Fig. 1: M3 wires
Drawn at 4 px/µm.
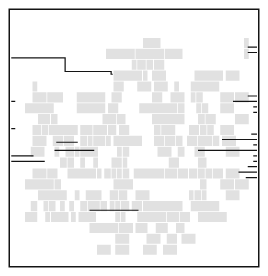
Fig. 2: metal layers overlaid
Drawn at 4 px/µm.
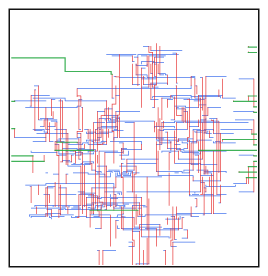
Fig. 3: where the registers sit
Drawn at 4 px/µm.
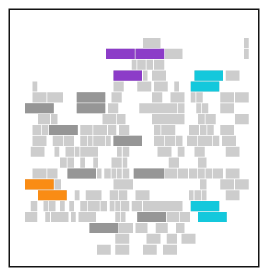
Design mb_fill_seq_flat, sky130hd; sources not shown.
==> metrics.yaml <==
clk_pin_slew_ps: 100
place_hpwl_mm: 1.977
ys_chip_area_um2: 1127
edf_count: 0
numCtsBuffers: 3
p_int_uw: 417.0
pwr-share-seq: 0.505
path_depth: 5
swShare: 0.2585
m1WireLength_mm: 1.157
p_clk_frac: 0.301
top_area_cell: "dfxtp_1"
dpl-instance-area_um2: 1466
fin_crit_ps: 2469
postSynthSeqShare: 0.3196
num_antenna_cells: 0
critPathRequiredTime_ps: 2370
cp.arrival_ps: 2210
numPortBuffers: 26
antenna_found_initial: 0
syn_area_um2: 1127
synth.area.mux_share: 0.07436
grt_pass1_wl_mm: 4.243
dp_cells: 206
p_per_area_nw_per_um2: 374.0
stdcell_count: 210
rows: 21
comb_share: 0.4434
yosys_register_bits: 18
n_all_buffers: 36
power_leader: "sequential cells"
ys_sh_adder: 0.04440
cts-root-buf: "clkbuf_4"
run_status: "finished, final reports clean"
ys_warn_count: 0
comb-power_uw: 109
ys_sh_xor: 0.01554
crit_slowest_cell: "clkdlybuf4s50_1"
cp_cell_sequence: "buf_4 > or3b_1 > a21oi_2 > o21ai_0 > clkdlybuf4s50_1"
max-vdd-ir-drop_v: 0.0001842
grt-ovfl-total: 0
drive_above_1_share: 0.1463
worst-setup-path-type: "reg -> out"
dieWidth_um: 62
grt_pass1_vias: 1001
hold_path_class: "reg -> reg"
critPathBufInv: 2
logic_gates: 95
warnings: 27
grt_max_degree: 13
chipArea_um2: 3968
max_freq_mhz: 404.9
cts.sinks: 18
fillers: 338
comb_area_um2: 666.9
ctsResizeCount: 0
syn_avg_cell_area_um2: 8.476
reg2reg_slack_ps: 440
h-tree-depth: 1
hold_viol: 0
final-clk-cell-share: 0.02413
nNonClkInverters: 11
vias_per_cell: 4.929
drtPass1Iterations: 4
worstPathMaxFanout: 9
top_cell: "dfxtp_1"
place.gp.congestion: 0.7890
top_layer: "met3"
fin_area_um2: 1504
synth_cells: 133
largest_class: "logic gates"
holdPathStages: 2
tns_ps: 0
compound_area_frac: 0.1765
cts_hold_buf: 0
rr_worst_depth: 9
whs_ps: 471.6
Notes on Fig. 1 above:
main direction: horizontal
share of all routed wire: 4.8%
nets with wire on the layer: 23
Vias: 1035
met3 Use GR: 0.02227
final WL: 2.467 mm

Notes on Fig. 2 above:
legend:
  met2:
    color: red
    wire_length: 1190 µm
  met3:
    color: green
    wire_length: 119 µm
  met1:
    color: blue
    wire_length: 1160 µm
Tot GR Track Use: 0.1371
wire per inst: 11.75 µm

Notes on Fig. 3 above:
legend:
  u_core.gap_cnt:
    color: orange
    flops: 2
  u_core.u_trk.valid:
    color: cyan
    flops: 4
  u_core.u_trk.cnt:
    color: purple
    flops: 3
not colored: 9
register area: 361.6 µm²
sequential share of cell area: 0.2404
Util after Layout: 0.4579
Flop+latch power: 284 µW

Power and IR drop assume default switching activity.
